$ cat src/rtl/fifo_read_stream_adapter_if.sv
// Handshake bundle between the synchronous FIFO read side, the read-stream
// adapter and the downstream valid/ready consumer. The master modport is the
// adapter's view; the slave modport is the environment's view (FIFO plus consumer).
interface fifo_read_stream_adapter_if #(
  parameter int DATA_WIDTH = 8,
  parameter int BUF_DEPTH  = 4,
  parameter int CNT_WIDTH  = $clog2(BUF_DEPTH) + 1
);
  logic                  fifo_empty;
  logic [DATA_WIDTH-1:0] fifo_data_out;
  logic                  fifo_r_en;
  logic                  flush;
  logic                  m_valid;
  logic                  m_ready;
  logic [DATA_WIDTH-1:0] m_data;
  logic [CNT_WIDTH-1:0]  buf_count;

  modport master (
    input  fifo_empty, fifo_data_out, flush, m_ready,
    output fifo_r_en, m_valid, m_data, buf_count
  );

  modport slave (
    output fifo_empty, fifo_data_out, flush, m_ready,
    input  fifo_r_en, m_valid, m_data, buf_count
  );
endinterface

$ cat src/rtl/fifo_read_stream_adapter.sv
// Read-side adapter for the synchronous FIFO. It issues reads while a holding
// slot is free (counting the word still in flight), captures the FIFO's
// registered data one cycle later into a small circular buffer, and presents
// the buffer head as a valid/ready stream.
// Optional feature: define FIFO_READ_ADAPTER_BEAT_CNT_EN to add a 16-bit
// beat_count output counting stream handshakes since the last reset or flush.
module fifo_read_stream_adapter #(
  parameter int DATA_WIDTH = 8,
  parameter int BUF_DEPTH  = 4,
  parameter int CNT_WIDTH  = $clog2(BUF_DEPTH) + 1
) (
  input  logic                        clk,
  input  logic                        rst_n,
  fifo_read_stream_adapter_if.master  bus
`ifdef FIFO_READ_ADAPTER_BEAT_CNT_EN
  ,
  output logic [15:0]                 beat_count
`endif
);

  localparam int IDX_W = $clog2(BUF_DEPTH);
  localparam logic [CNT_WIDTH:0] CREDIT_MAX = (CNT_WIDTH + 1)'(BUF_DEPTH);

  // Pointers carry one extra wrap bit so full and empty are distinguishable.
  logic [CNT_WIDTH-1:0]  wr_ptr;
  logic [CNT_WIDTH-1:0]  rd_ptr;
  logic [CNT_WIDTH-1:0]  occ;
  logic                  inflight;
  logic [CNT_WIDTH:0]    credit_used;
  logic                  capture;
  logic                  drain;
  logic [DATA_WIDTH-1:0] hold_mem [BUF_DEPTH];

  assign occ         = wr_ptr - rd_ptr;
  // A word already requested but not yet captured still owns a slot.
  assign credit_used = {1'b0, occ} + {{CNT_WIDTH{1'b0}}, inflight};

  // Read request depends only on registered state, fifo_empty and flush;
  // gating with rst_n keeps the FIFO untouched while held in reset.
  assign bus.fifo_r_en = rst_n & ~bus.fifo_empty & ~bus.flush & (credit_used < CREDIT_MAX);

  assign bus.m_valid   = (wr_ptr != rd_ptr);
  assign bus.m_data    = hold_mem[rd_ptr[IDX_W-1:0]];
  assign bus.buf_count = occ;

  assign capture = inflight & ~bus.flush;
  assign drain   = bus.m_valid & bus.m_ready & ~bus.flush;

  // Pointer and in-flight tracking; flush empties the buffer and cancels the pending read.
  always_ff @(posedge clk or negedge rst_n) begin
    if (!rst_n) begin
      wr_ptr   <= '0;
      rd_ptr   <= '0;
      inflight <= 1'b0;
    end else begin
      inflight <= bus.fifo_r_en;
      if (bus.flush) begin
        wr_ptr <= '0;
        rd_ptr <= '0;
      end else begin
        if (capture) wr_ptr <= wr_ptr + CNT_WIDTH'(1);
        if (drain)   rd_ptr <= rd_ptr + CNT_WIDTH'(1);
      end
    end
  end

  // Holding storage: the word returned by last cycle's read lands at the write pointer.
  always_ff @(posedge clk or negedge rst_n) begin
    if (!rst_n) begin
      for (int i = 0; i < BUF_DEPTH; i++) hold_mem[i] <= '0;
    end else if (capture) begin
      hold_mem[wr_ptr[IDX_W-1:0]] <= bus.fifo_data_out;
    end
  end

`ifdef FIFO_READ_ADAPTER_BEAT_CNT_EN
  // Handshake counter; flush clears it even when a handshake coincides.
  always_ff @(posedge clk or negedge rst_n) begin
    if (!rst_n) begin
      beat_count <= '0;
    end else if (bus.flush) begin
      beat_count <= '0;
    end else if (bus.m_valid && bus.m_ready) begin
      beat_count <= beat_count + 16'd1;
    end
  end
`endif

endmodule

$ cat src/flat_wrapper.sv
// flat-port wrapper written by rule: the top's interface ports become plain ports
module fifo_read_stream_adapter_flat 
#(
  parameter int DATA_WIDTH = 8,
  parameter int BUF_DEPTH  = 4,
  parameter int CNT_WIDTH  = $clog2(BUF_DEPTH) + 1
)
  (clk, rst_n, bus_fifo_empty, bus_fifo_data_out, bus_flush, bus_m_ready, bus_fifo_r_en, bus_m_valid, bus_m_data, bus_buf_count);
  fifo_read_stream_adapter_if #(.DATA_WIDTH(DATA_WIDTH), .BUF_DEPTH(BUF_DEPTH), .CNT_WIDTH(CNT_WIDTH)) bus_i ();
  input  logic clk;
  input  logic rst_n;
  input wire logic [$bits(bus_i.fifo_empty)-1:0] bus_fifo_empty;
  input wire logic [$bits(bus_i.fifo_data_out)-1:0] bus_fifo_data_out;
  input wire logic [$bits(bus_i.flush)-1:0] bus_flush;
  input wire logic [$bits(bus_i.m_ready)-1:0] bus_m_ready;
  output wire logic [$bits(bus_i.fifo_r_en)-1:0] bus_fifo_r_en;
  output wire logic [$bits(bus_i.m_valid)-1:0] bus_m_valid;
  output wire logic [$bits(bus_i.m_data)-1:0] bus_m_data;
  output wire logic [$bits(bus_i.buf_count)-1:0] bus_buf_count;
  assign bus_i.fifo_empty = bus_fifo_empty;
  assign bus_i.fifo_data_out = bus_fifo_data_out;
  assign bus_i.flush = bus_flush;
  assign bus_i.m_ready = bus_m_ready;
  assign bus_fifo_r_en = bus_i.fifo_r_en;
  assign bus_m_valid = bus_i.m_valid;
  assign bus_m_data = bus_i.m_data;
  assign bus_buf_count = bus_i.buf_count;
  fifo_read_stream_adapter #(.DATA_WIDTH(DATA_WIDTH), .BUF_DEPTH(BUF_DEPTH), .CNT_WIDTH(CNT_WIDTH)) u_core (.clk(clk), .rst_n(rst_n), .bus(bus_i));
endmodule
$ cat config.mk
export PLATFORM = sky130hd
export DESIGN_NAME = fifo_read_stream_adapter_flat
export DESIGN_NICKNAME = d
export VERILOG_FILES = /design/src/rtl/fifo_read_stream_adapter_if.sv /design/src/rtl/fifo_read_stream_adapter.sv /design/src/flat_wrapper.sv
export SDC_FILE = /design/constraint.sdc
export NUM_CORES = 1
export LEC_CHECK = 0
export CAP_MARGIN = 10
export CORE_UTILIZATION = 35
export DETAILED_ROUTE_END_ITERATION = 10
export DONT_BUFFER_PORTS = 1
export SYNTH_ARGS = -nofsm -noshare
export SYNTH_HDL_FRONTEND = slang
export SYNTH_SLANG_ARGS = --single-unit
export TNS_END_PERCENT = 10
$ cat constraint.sdc
create_clock -name clk -period 2.7 [get_ports clk]
set_input_delay 0.675 -clock clk [delete_from_list [all_inputs] [get_ports clk]]
set_output_delay 0.675 -clock clk [all_outputs]
set_load 0.01 [all_outputs]
==> flow_summary.yaml, run 1 <==
# flow metrics
die:
  die_w_um: 79.0
  die_h_um: 79.0
  core_um2: 5610
  rows: 27
  chip_area_um2: 6250
grt:
  top_usage_layer: "met2"
  grt_pass1_wl_um: 6590
  overflow: 0
  gr-usage-met2_pct: 23.6
  met3_usage_pct: 5.29
  met1_usage_pct: 17.0
final_timing:
  tns_ps: 0
  fin_crit_sh_pct: 96.0
  max_freq_ghz: 0.386
  fin_hold_ws_ps: 71.1
  fin_skew_ps: 5.02
  slew_viol_final: 0
  slew_headroom_pct: 56.2
  period_needed_ps: 2590
  finalHoldViolCount: 0
detailed_routing:
  vias_per_cell: 5.12
  antenna_left: 0
  drt-total-wl_um: 4050
  wl_per_cell_um: 18.9
  route.met2.wl_um: 1980
power_and_ir_drop:
  comb_power_share_pct: 36.3
  p_sw_share_pct: 31.8
  cellLeakagePower_nw: 1.11
  ir_worst_vdd_uv: 537
  power.total_mw: 1.80
  power.switching_mw: 0.571
  pwr-share-seq_pct: 42.2
placed_design:
  placed_cells: 205
  place_area_um2: 2180
  io_buffers: 0
  post-place-ws_ps: 275
run:
  timing.max_cap.violations: 0
setup_path:
  end_kind: "output pin"
  path_class: "reg -> out"
  crit_arrival_ps: 1920
  slowest_delay_ps: 490
  critical_path.endpoint: "bus_fifo_r_en"
  cpMaxStageDelayCell: "fa_1"
logic_synthesis:
  yosysTopAreaCellShare_pct: 47.0
  yosysWarnings: 0
  muxShareOfSynthArea_pct: 32.3
  postSynthSeqShare_pct: 47.0
  ys_cells: 132
  syn_avg_cell_area_um2: 15.7
  yosys.area.top_type: "dfrtp_1"
  fa_ha_area_share_pct: 5.18
  syn_inst: 132
  ys_sh_simple_pct: 8.61
  yosys-stat-area_um2: 2080
cells_and_area:
  design_area_um2: 2280
  diodes: 0
  drive_gt1_share_pct: 40.8
  stdcell_count: 214
  final_core_util_pct: 40.6
  lay_top_cells: "dfrtp_1, mux2_4, mux4_2"
  area_growth_pct: 9.64
run_status:
  status: "finished clean"
clock_network:
  clkTransAtPathRegs_ps: 80
  ctsHtreeMaxLevel: 2
[run 1: area by class of cell]
class	instances	area [µm²]
Clock buffer	6	72.6
Multi-Input combinational cell	84	1060
Sequential cell	39	976
Timing Repair Buffer	6	45.0
Inverter	5	18.8
Fill cell	525	3330
Tap cell	72	90.1
Clock inverter	2	12.5
[run 1: power by group through the flow]
stage | logic [mW] | clock network, mW | registers (mW)
final | 0.653 | 0.385 | 0.758
after global routing | 0.705 | 0.418 | 0.773
after CTS | 0.659 | 0.398 | 0.759
after detailed placement | 0.650 | 0 | 0.771
after global placement | 0.625 | 0 | 0.757
after floorplan | 0.521 | 0 | 0.749
[run 1: cell usage after synthesis]
| library cell | count |
|---|---|
| a211o_1 | 1 |
| a21oi_1 | 1 |
| a311oi_1 | 1 |
| a31oi_1 | 1 |
| a32oi_1 | 1 |
| and2b_1 | 1 |
| and3b_1 | 1 |
| and4b_1 | 1 |
| buf_2 | 3 |
| buf_6 | 1 |
| dfrtp_1 | 39 |
| fa_1 | 1 |
| ha_1 | 7 |
| inv_1 | 5 |
| mux2_4 | 32 |
| mux2i_1 | 1 |
| mux4_2 | 8 |
| nand2_1 | 5 |
| nand2_8 | 4 |
| nand2b_1 | 1 |
| nand3_1 | 3 |
| nor2_1 | 5 |
| nor2b_1 | 1 |
| nor3b_1 | 1 |
| o311ai_0 | 2 |
| xnor2_1 | 3 |
| xor2_1 | 2 |
[run 1: sequential cells by signal, summed over array words and instances (netlist names)]
| signal | count |
|---|---|
| u_core.hold_mem | 32 |
| u_core.rd_ptr | 3 |
| u_core.wr_ptr | 3 |
| u_core.inflight | 1 |
[run 1: repair_timing]
item	in CTS	in global routing
resized	0	1
pin swaps	1	0
setup buffers	1	0
setup endpoints to repair	1	1
endpoints found under the hold margin	0	0
hold buffers	0	0
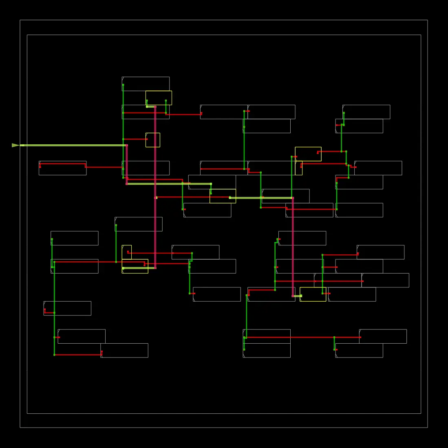
run_1/final_clocks.png
Clock Sinks: 39
later-pin clock latency in the skew report: 290 ps
total CTS buffers: 5
flop count: 39

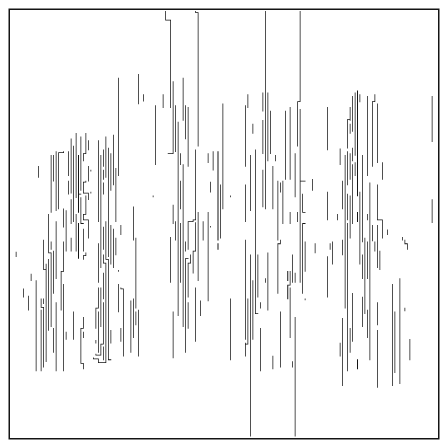
run_1/met2.png
nets with wire on the layer: 143
longest straight run: 36.5 µm
main direction: vertical
wire length on this layer: 1980 µm
share of all routed wire: 49%

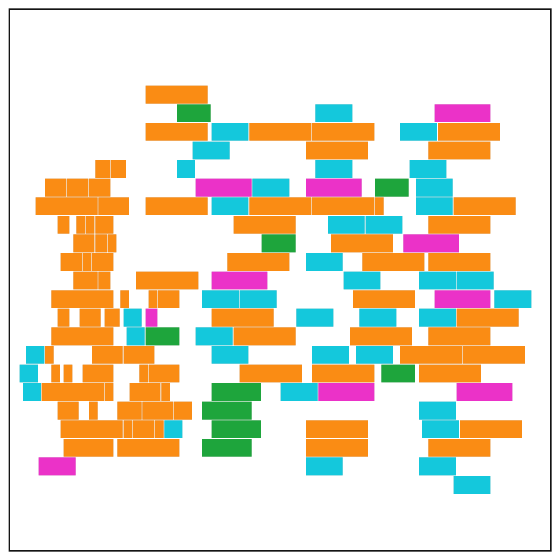
run_1/drive_strength.png
[orange] drive 1 or less | cells: 84 | share: 59%
[magenta] drive 2 | cells: 10 | share: 7.0%
[green] drive 6 and up | cells: 9 | share: 6.3%
[cyan] drive 3 to 4 | cells: 39 | share: 27%

--- run 2 (diff from run 1) ---
clock period = 2.5 ns   (was 2.7 ns; I/O delays follow)
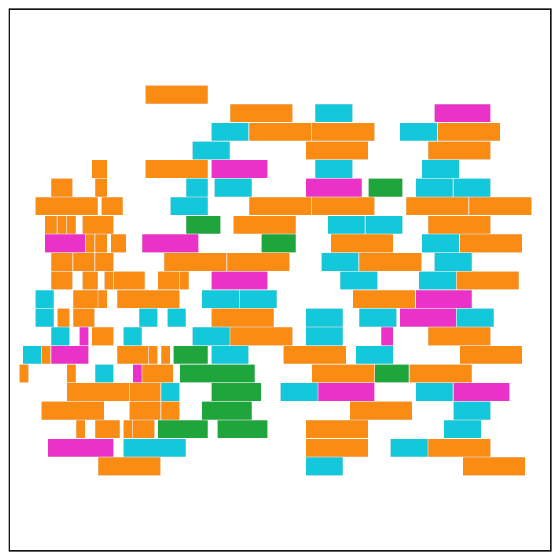
run_2/drive_strength.png
[green] drive 6 and up | cells: 10 | share: 6.9%
[magenta] drive 2 | cells: 15 | share: 10%
[orange] drive 1 or less | cells: 77 | share: 53%
[cyan] drive 3 to 4 | cells: 43 | share: 30%

==> run 2 against run 1 <==
  * The flow now finishes with violations (setup timing)
  * Clock power up 37%
  * Clock-buffer cell count is 1 lower
  * Die size unchanged
  * Via count increased by 3.7%
  * Synthesized cell count unchanged
  * Synthesized area unchanged
  * Sequential power grew 9.0%
  * Register-to-register slack worse by 190 ps
  * Largest cell class unchanged
==> flow_summary.yaml, run 2 <==
# flow metrics
setup_path:
  cpMaxStageDelayCell: "fa_2"
  slowest_delay_ps: 540
  crit_arrival_ps: 1890
  critical_path.endpoint: "bus_fifo_r_en"
  path_class: "reg -> out"
  worstPathMaxFanout: 2
logic_synthesis:
  top_cells_by_count: "dfrtp_1, mux2_4, mux4_2, ha_1"
  synth-edff-count: 0
  ys_cells: 132
  postSynthSeqShare_pct: 47.0
  yosysTopAreaCellShare_pct: 47.0
  yosys.area.top_type: "dfrtp_1"
  syn_inst: 132
  yosysWarnings: 0
  synthArstFlopShare_pct: 100
  syn_nets: 153
  yosys-stat-area_um2: 2080
  syn_avg_cell_area_um2: 15.7
  most_common_cell: "dfrtp_1"
  ff_type: "dfrtp_1"
detailed_routing:
  wl_per_cell_um: 18.9
  first_iter_violations: 85
  drt-total-wl_um: 4110
  antenna_left: 0
  vias_per_cell: 5.24
clock_network:
  cts_buffers: 5
  clock_latency_ps: 290
  ctsHoldBuffers: 0
  ctsHtreeMaxLevel: 2
  clock-sinks: 39
  clkTransAtPathRegs_ps: 80
cells_and_area:
  area_growth_pct: 13.2
  lay_top_cells: "dfrtp_1, mux2_4, buf_4"
  top_regs: "u_core.hold_mem x32, u_core.rd_ptr x3, u_core.wr_ptr x3"
  largest_reg_flops: 32
  fillCellCount: 547
  final_core_util_pct: 41.9
  design_area_um2: 2350
  stdcell_count: 217
  diodes: 0
  drive_gt1_share_pct: 46.9
grt:
  overflow: 0
  grt_pass1_wl_um: 6890
die:
  rows: 27
  die_h_um: 79.0
  chip_area_um2: 6250
  core_um2: 5610
  die_w_um: 79.0
  io_pins: 26
power_and_ir_drop:
  power_leader: "sequential cells"
  cellLeakagePower_nw: 1.14
  power.switching_mw: 0.647
  pg_comb_mw: 0.760
  power.total_mw: 2.11
  pwr-share-seq_pct: 39.1
  powerClk_mw: 0.529
  power_sequential_mw: 0.826
  comb_power_share_pct: 35.9
run:
  timing.max_cap.violations: 0
placed_design:
  place_area_um2: 2180
  post-place-ws_ps: 80.6
  placed_cells: 205
  io_buffers: 0
final_timing:
  setup_ws_ps: -11.1
  slew_headroom_pct: 55.3
  slew_viol_final: 0
  finalHoldViolCount: 0
  period_needed_ps: 2510
  setup_viol: 1
  fin_hold_ws_ps: 19.0
  max_freq_ghz: 0.398
  fin_skew_ps: 8.44
  tns_ps: -11.1
hold_path:
  hold_class: "in -> async"
run_status:
  status: "complete, but fails checks"
  violations: "setup timing"
-- run 2: worst min path at each step --
stage | from | to | depth (start not counted)
floorplan | rst_n | u_core.hold_mem[0] | 0
global placement | rst_n | u_core.hold_mem[29] | 0
detailed placement | rst_n | u_core.hold_mem[29] | 0
CTS | rst_n | u_core.hold_mem[25] | 0
global route | rst_n | u_core.hold_mem[1] | 0
finish | rst_n | u_core.hold_mem[12] | 0
-- run 2: per-layer routing --
| layer | share of wire [%] | vias to the layer above | global-route usage (%) | routed length [µm] |
|---|---|---|---|---|
| li1 | - | 499 | - | - |
| met1 | 40 | 595 | 16.7 | 1650 |
| met2 | 51 | 34 | 25.5 | 2100 |
| met3 | 7.0 | 9 | 5.40 | 286 |
| met4 | 1.8 | 0 | 5.09 | 72 |
| met5 | 0 | - | 0 | 0 |
-- run 2: cell families after synthesis --
kind of cell / share of synthesized area [%]
mux: 32.3
flops: 47.0
simple gates: 8.62
buf+inv: 2.17
fa+ha+maj: 5.18
compound gates: 2.65
xor+xnor: 2.11
-- run 2: layout make-up --
| class | count | area, µm² | share of cell area [%] |
|---|---|---|---|
| Clock buffer | 5 | 68.8 | 2.93 |
| Clock inverter | 3 | 43.8 | 1.86 |
| Inverter | 5 | 18.8 | 0.798 |
| Multi-Input combinational cell | 84 | 1080 | 46.1 |
| Sequential cell | 39 | 977 | 41.6 |
| Tap cell | 72 | 90.1 | 3.83 |
| Timing Repair Buffer | 9 | 67.6 | 2.87 |
-- run 2: timing repair --
| action | CTS | global route |
|---|---|---|
| setup endpoints to repair | 1 | 1 |
| resized | 7 | 1 |
| hold endpoints to repair | 0 | 0 |
| pin swaps | 2 | 0 |
| buffers inserted | 4 | 0 |
Power and IR drop assume default switching activity.
